--- config.mk ---
export PLATFORM = sky130hd
export DESIGN_NAME = alu_seq
export DESIGN_NICKNAME = d
export VERILOG_FILES = /design/src/rtl/alu_pkg.sv /design/src/rtl/alu_core.sv /design/src/rtl/alu_seq.sv
export SDC_FILE = /design/constraint.sdc
export NUM_CORES = 1
export LEC_CHECK = 0
export CORE_ASPECT_RATIO = 1.1
export CORE_MARGIN = 2
export CORE_UTILIZATION = 45
export DETAILED_ROUTE_END_ITERATION = 12
export PLACE_DENSITY = 0.7
export SYNTH_ARGS = -nofsm -noshare
export SYNTH_HDL_FRONTEND = slang
export SYNTH_SLANG_ARGS = --single-unit
--- constraint.sdc ---
create_clock -name clk -period 4.5 [get_ports clk]
set_input_delay 0.9 -clock clk [delete_from_list [all_inputs] [get_ports clk]]
set_output_delay 0.9 -clock clk [all_outputs]
set_load 0.005 [all_outputs]
--- src/rtl/alu_pkg.sv ---
// Shared command codes and FSM state encoding for the sequential ALU.
package alu_pkg;

    localparam logic [2:0] CMD_ADD = 3'b000;
    localparam logic [2:0] CMD_SUB = 3'b001;
    localparam logic [2:0] CMD_AND = 3'b010;
    localparam logic [2:0] CMD_OR  = 3'b011;
    localparam logic [2:0] CMD_XOR = 3'b100;
    localparam logic [2:0] CMD_SHL = 3'b101;
    localparam logic [2:0] CMD_SHR = 3'b110;
    localparam logic [2:0] CMD_MUL = 3'b111;

    typedef enum logic {
        ST_IDLE = 1'b0,
        ST_MUL  = 1'b1
    } state_t;

endpackage

--- src/rtl/alu_core.sv ---
// Combinational ALU for the single-cycle commands; MUL is handled by the
// sequential datapath in alu_seq and yields zero result here.
module alu_core
    import alu_pkg::*;
#(
    parameter int WIDTH = 4
) (
    input  logic [WIDTH-1:0] op_a,
    input  logic [WIDTH-1:0] op_b,
    input  logic [2:0]       com,
    output logic [WIDTH-1:0] result,
    output logic             carry
);

    logic [WIDTH:0] ext;

    // For SUB the extra top bit of the widened difference is the borrow.
    always_comb begin
        ext    = '0;
        result = '0;
        carry  = 1'b0;
        case (com)
            CMD_ADD: begin
                ext    = {1'b0, op_a} + {1'b0, op_b};
                result = ext[WIDTH-1:0];
                carry  = ext[WIDTH];
            end
            CMD_SUB: begin
                ext    = {1'b0, op_a} - {1'b0, op_b};
                result = ext[WIDTH-1:0];
                carry  = ext[WIDTH];
            end
            CMD_AND: result = op_a & op_b;
            CMD_OR:  result = op_a | op_b;
            CMD_XOR: result = op_a ^ op_b;
            CMD_SHL: begin
                result = {op_a[WIDTH-2:0], 1'b0};
                carry  = op_a[WIDTH-1];
            end
            CMD_SHR: begin
                result = {1'b0, op_a[WIDTH-1:1]};
                carry  = op_a[0];
            end
            default: ;
        endcase
    end

endmodule

--- src/rtl/alu_seq.sv ---
// Sequential ALU: registered result and flags, accumulate mode, and an
// iterative shift-add multiplier behind a start/busy/done handshake.
module alu_seq
    import alu_pkg::*;
#(
    parameter int WIDTH = 4
) (
    input  logic             clk,
    input  logic             reset,
    input  logic             start,
    input  logic [2:0]       com,
    input  logic             acc_en,
    input  logic [WIDTH-1:0] A,
    input  logic [WIDTH-1:0] B,
    output logic             busy,
    output logic             done,
    output logic             carry,
    output logic             zero,
    output logic [WIDTH-1:0] R,
    output logic [WIDTH-1:0] R_hi
);

    localparam int                CNT_W     = $clog2(WIDTH + 1);
    localparam logic [CNT_W-1:0] LAST_ITER = CNT_W'(WIDTH - 1);

    state_t               state_q, state_d;
    logic [WIDTH-1:0]     r_q, r_d;
    logic [WIDTH-1:0]     rhi_q, rhi_d;
    logic                 carry_q, carry_d;
    logic                 zero_q, zero_d;
    logic                 done_q, done_d;
    logic [2*WIDTH-1:0]   mcand_q, mcand_d;
    logic [WIDTH-1:0]     mplr_q, mplr_d;
    logic [2*WIDTH-1:0]   prod_q, prod_d;
    logic [CNT_W-1:0]     cnt_q, cnt_d;

    logic [WIDTH-1:0]     op_a;
    logic [WIDTH-1:0]     core_res;
    logic                 core_carry;
    logic                 accept;
    logic                 last_iter;
    logic [2*WIDTH-1:0]   prod_step;

    assign op_a      = acc_en ? r_q : A;
    assign accept    = (state_q == ST_IDLE) && start;
    assign last_iter = (cnt_q == LAST_ITER);
    // Multiplicand shifts left each step, so a single add per multiplier bit suffices.
    assign prod_step = prod_q + (mcand_q & {2*WIDTH{mplr_q[0]}});

    alu_core #(.WIDTH(WIDTH)) u_core (
        .op_a   (op_a),
        .op_b   (B),
        .com    (com),
        .result (core_res),
        .carry  (core_carry)
    );

    always_ff @(posedge clk) begin
        if (reset) state_q <= ST_IDLE;
        else       state_q <= state_d;
    end

    always_comb begin
        state_d = state_q;
        case (state_q)
            ST_IDLE: if (start && com == CMD_MUL) state_d = ST_MUL;
            ST_MUL:  if (last_iter)               state_d = ST_IDLE;
            default: state_d = ST_IDLE;
        endcase
    end

    always_comb begin
        busy = (state_q == ST_MUL);
    end

    always_comb begin
        r_d     = r_q;
        rhi_d   = rhi_q;
        carry_d = carry_q;
        zero_d  = zero_q;
        done_d  = 1'b0;
        mcand_d = mcand_q;
        mplr_d  = mplr_q;
        prod_d  = prod_q;
        cnt_d   = cnt_q;
        if (accept) begin
            if (com == CMD_MUL) begin
                mcand_d = {{WIDTH{1'b0}}, op_a};
                mplr_d  = B;
                prod_d  = '0;
                cnt_d   = '0;
            end else begin
                r_d     = core_res;
                rhi_d   = '0;
                carry_d = core_carry;
                zero_d  = (core_res == '0);
                done_d  = 1'b1;
            end
        end else if (state_q == ST_MUL) begin
            mcand_d = mcand_q << 1;
            mplr_d  = mplr_q >> 1;
            prod_d  = prod_step;
            cnt_d   = cnt_q + CNT_W'(1);
            if (last_iter) begin
                r_d     = prod_step[WIDTH-1:0];
                rhi_d   = prod_step[2*WIDTH-1:WIDTH];
                carry_d = |prod_step[2*WIDTH-1:WIDTH];
                zero_d  = (prod_step == '0);
                done_d  = 1'b1;
                cnt_d   = '0;
            end
        end
    end

    always_ff @(posedge clk) begin
        if (reset) begin
            r_q     <= '0;
            rhi_q   <= '0;
            carry_q <= 1'b0;
            zero_q  <= 1'b0;
            done_q  <= 1'b0;
            mcand_q <= '0;
            mplr_q  <= '0;
            prod_q  <= '0;
            cnt_q   <= '0;
        end else begin
            r_q     <= r_d;
            rhi_q   <= rhi_d;
            carry_q <= carry_d;
            zero_q  <= zero_d;
            done_q  <= done_d;
            mcand_q <= mcand_d;
            mplr_q  <= mplr_d;
            prod_q  <= prod_d;
            cnt_q   <= cnt_d;
        end
    end

    assign done  = done_q;
    assign carry = carry_q;
    assign zero  = zero_q;
    assign R     = r_q;
    assign R_hi  = rhi_q;

endmodule

==> impl_metrics.ini, run 1 <==
; physical design summary
[outcome]
status = finished clean

[finish]
fin_util_pct = 53.29
lay_top_cells = dfxtp_1 (35), nand2_1 (32), a21oi_1 (32)
final_layout_size_suffix_gt1_share_pct = 6.344

[critical_path]
critPathLaunchType = primary input
cp.depth = 10
cp_top_family = buffers and inverters
cp-end-kind = flop
required_ps = 4640

[global_route]
grt_pass1_wl_mm = 9.321
gr-total-overflow = 0
grt_usage_pct = 19.72

[synth]
ys.warnings.count = 0
synth_cell_types = 60
floorplan.nets = 350
ys.flop_type = dfxtp_1

[worst_hold_path]
holdPathEnd = carry

[job]
maxCapViolCount = 0
warning_count = 36

[sta]
rsz0062_at_grt = false
setup_viol = 0
max_freq_mhz = 274.2
layout_min_cycle_time_ps = 3647
max_slew.worst_pin.slew_ps = 948.5
skew_ps = 2.194

[clock_network]
clock_sinks = 35
cts_setup_buffers = 0
ctsHoldBuffers = 0
clkLatencyLatePin_ps = 280

[power]
seqPwrFrac_pct = 44.5
comb_power_share_pct = 20.9
fin_total_pwr_w = 0.0007349
cellPowerDensity_nw_per_um2 = 255.6

[routing]
routed_via_density = 5.520
firstDrtPassIters = 4
first_iter_violations = 129
[run 1: worst reg2reg max path, delay by kind of cell, from the launching register on]
kind	cells	cell delay, ps
and+or+nand+nor	3	770
adders and majority gates	2	600
buffers and inverters	1	70
AOI/OAI and AO/OA	3	460
DFF	1	460
xor gates and xnor gates	1	120
[run 1: layer usage]
layer	global-route usage, %	wire [µm]
met5	0	0
met1	24.80	2636
met2	33.16	2772
met3	4.005	275
met4	7.368	124
[run 1: cell type report]
class / count / area (µm²) / area share (%)
flip-flops and latches: 35 / 700.7 / 24.37
well taps: 75 / 93.84 / 3.264
clock buffers: 7 / 96.34 / 3.351
repair buffers: 30 / 290.3 / 10.10
clock inverters: 1 / 7.507 / 0.2611
multi-input cells: 237 / 1608 / 55.92
inverters: 21 / 78.83 / 2.742
[run 1: synth_stat cells (all sizes together), types with 5 or more instances]
cell type	number	area share [%]
nand3	13	2.6
ha	22	11
and2	7	1.7
mux2i	5	3.0
dfxtp	35	28
inv	21	3.1
nand2b	5	1.2
nor2	31	4.6
clkbuf	7	1.8
o21ai	10	2.0
buf	10	3.2
a22oi	5	1.5
a21oi	32	6.4
nand2	33	5.0
a211oi	5	1.5
[run 1: per-stage QoR]
step	cells	worst slack [ps]
after floorplan	310	1462
after global placement	398	601.3
after detailed placement	398	543.7
after CTS	406	843.5
after global routing	406	534.7
final	406	852.9
[run 1: power groups by stage]
stage / clock network, W / logic (W) / registers (W)
3_5_place_dp: 0 / 0.000152 / 0.000335
4_1_cts: 0.000263 / 0.000153 / 0.000327
2_1_floorplan: 0 / 0.000107 / 0.000332
6_report: 0.000254 / 0.000154 / 0.000327
5_1_grt: 0.000273 / 0.000170 / 0.000329
3_3_place_gp: 0 / 0.000151 / 0.000334
==> run_1/pinout.png <==
Pins as bars across the die edge, other pins in grey.
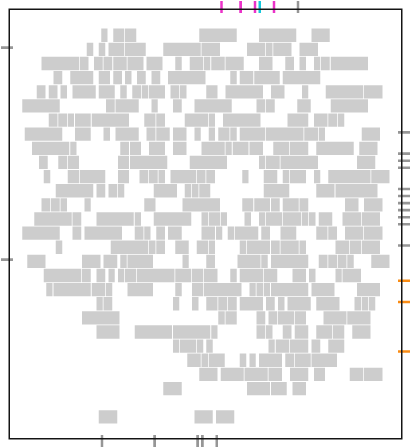
Orange shows com, pins 3, direction input, edge right. Cyan shows zero, pins 1, direction output, edge top. Magenta shows R_hi, pins 4, direction output, edge top.
All pins by edge: 14 right, 6 top, 5 bottom, 2 left.
die width: 75.26 µm
DIE HEIGHT: 82.39 µm
I/O Buffers: 26

==> run_1/layers.png <==
Scale bar: 20 µm.
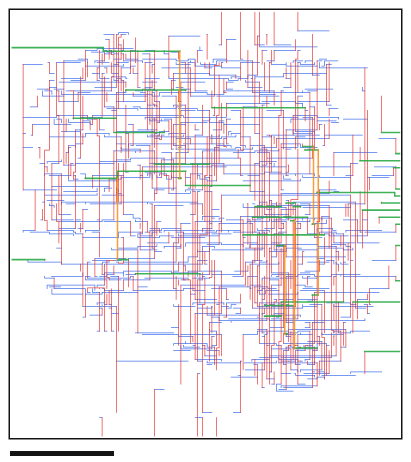
Blue shows M1, wire length 2,640 µm. Orange shows M4, wire length 124 µm. Red shows M2, wire length 2,770 µm. Green shows M3, wire length 275 µm.
Vias: 2,241
Post-Route WL: 5.808 mm
WL/cell: 14.31 µm

==> run_1/port_trees.png <==
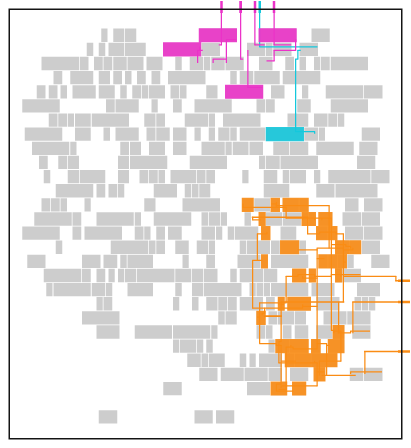
Magenta shows R_hi, direction output, end cells 4, buffers 4, wire 66.8 µm. Orange shows com, direction input, end cells 35, buffers 4, wire 379 µm. Cyan shows zero, direction output, end cells 1, buffers 1, wire 38.2 µm.
io pins: 27

==> run_1/clock_wires.png <==
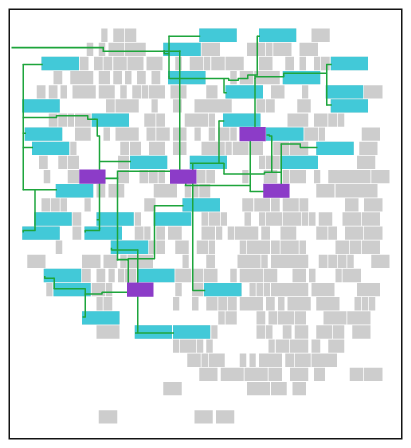

==> run 1 -> run 2 <==
Settings changed: PLACE_DENSITY 0.7 to 0.72.
Clock period 4.5 ns to 3.2 ns, I/O delays scaled along.
==> run_2/clock_wires.png <==
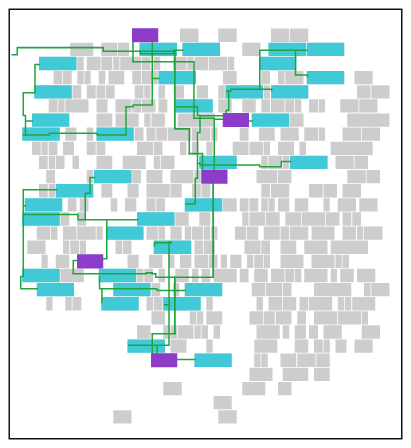
Purple shows clock-net drivers, count 5. Green shows clock wires, length 486 µm. Cyan shows flip-flops, count 35.
There are 6 routed clock nets.
Clk. pwr: 0.000313 W
Setup Skew: 8.284 ps
Latency at later pin: 300 ps
Clk network pwr share: 31.0%

==> run_2/layers.png <==
Scale bar: 20 µm.
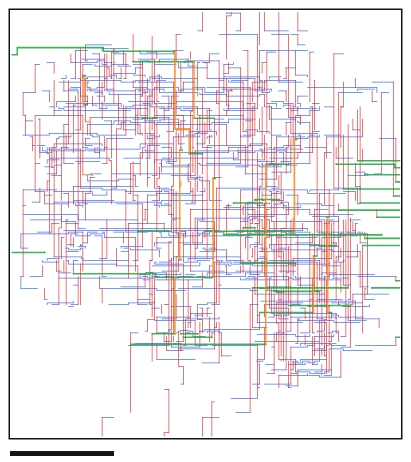
Orange shows M4, wire length 171 µm. Green shows M3, wire length 351 µm. Red shows M2, wire length 2,890 µm. Blue shows M1, wire length 2,650 µm.
Post-Route WL: 6.065 mm
Vias: 2,291
WL/cell: 14.47 µm
all-layer global routing usage: 21.06%

==> impl_metrics.ini, run 2 <==
; physical design summary
[synth]
ys.warnings.count = 0
yosysTopAreaCellShare_pct = 27.87
synth_cell_types = 60
top_area_cell = dfxtp_1
floorplan.nets = 350
synth_top_cell_by_count = dfxtp_1
common_cells = dfxtp_1 (35), a21oi_1 (32), nand2_1 (32)

[clock_network]
cts_setup_buffers = 0
ctsHoldBuffers = 0

[global_route]
gr-total-overflow = 0

[outcome]
status = finished clean

[placement]
portBuffers = 26

[floorplanning]
die_x_um = 75.26
ios = 27
die_h_um = 82.39

[job]
maxCapViolCount = 0
warning_count = 36

[power]
cellPowerDensity_nw_per_um2 = 341.2
fin_total_pwr_w = 0.001007

[finish]
fin_util_pct = 54.73

[routing]
routed_via_density = 5.468
firstDrtPassIters = 4
first_iter_violations = 139

[sta]
setup_viol = 0

[critical_path]
cp.depth = 12
-- run 2: cell counts after synthesis --
No cell type changed its count.
-- run 2: layout make-up --
cell class                 instances  area [µm²]  area share (%)
timing repair buffer              43       387.9           13.14
sequential                        35       700.7           23.73
clock inverter                     3       15.01          0.5085
multi-input combinational        237        1608           54.45
tap                               75       93.84           3.178
inverter                          21       78.83           2.669
clock buffer                       5       68.82           2.331
-- run 2: metal layers --
layer	vias up	share of wire, %	track usage, %
li1	1153	-	-
met1	1058	44	26.47
met2	60	48	34.21
met3	20	5.8	5.097
met4	0	2.8	9.123
met5	-	0	0
-- run 2: stage by stage --
step	worst slack (ps)	std cells
final	234.9	419
after global routing	14.94	419
after CTS	225.2	419
after detailed placement	-83.80	411
after global placement	-12.02	411
after floorplan	421.8	310
-- run 2: power breakdown --
group / internal, W / total (W) / switching (W)
sequential: 0.000448 / 0.000458 / 0.0000101
combinational: 0.000110 / 0.000236 / 0.000126
clock: 0.000149 / 0.000313 / 0.000164
total: 0.000707 / 0.00101 / 0.000300
-- run 2: worst min-delay path by stage --
stage                          start  slack [ps]  cells after the start    endpoint
final                          carry         460                      2       carry
after global routing       mplr_q[3]         490                      2   mplr_q[3]
after CTS                      carry         460                      2       carry
after detailed placement       carry         450                      2       carry
after global placement         carry         450                      2       carry
after floorplan           mcand_q[2]         440                      2  mcand_q[2]
-- run 2: tightest hold or removal path, delay by kind of cell, from the launching register on --
family	cells	cell delay, ps
AOI/OAI and AO/OA	1	50
DFF	1	310
and+or+nand+nor	1	50
-- run 2: kinds of logic after synthesis --
family | share of synthesized area (%)
compound gates | 22.40
xor+xnor | 2.787
fa+ha+maj | 13.34
buf+inv | 8.163
flops | 27.87
mux | 3.434
simple gates | 22.00
No activity file was given, so power comes from the tool's default toggle rates.
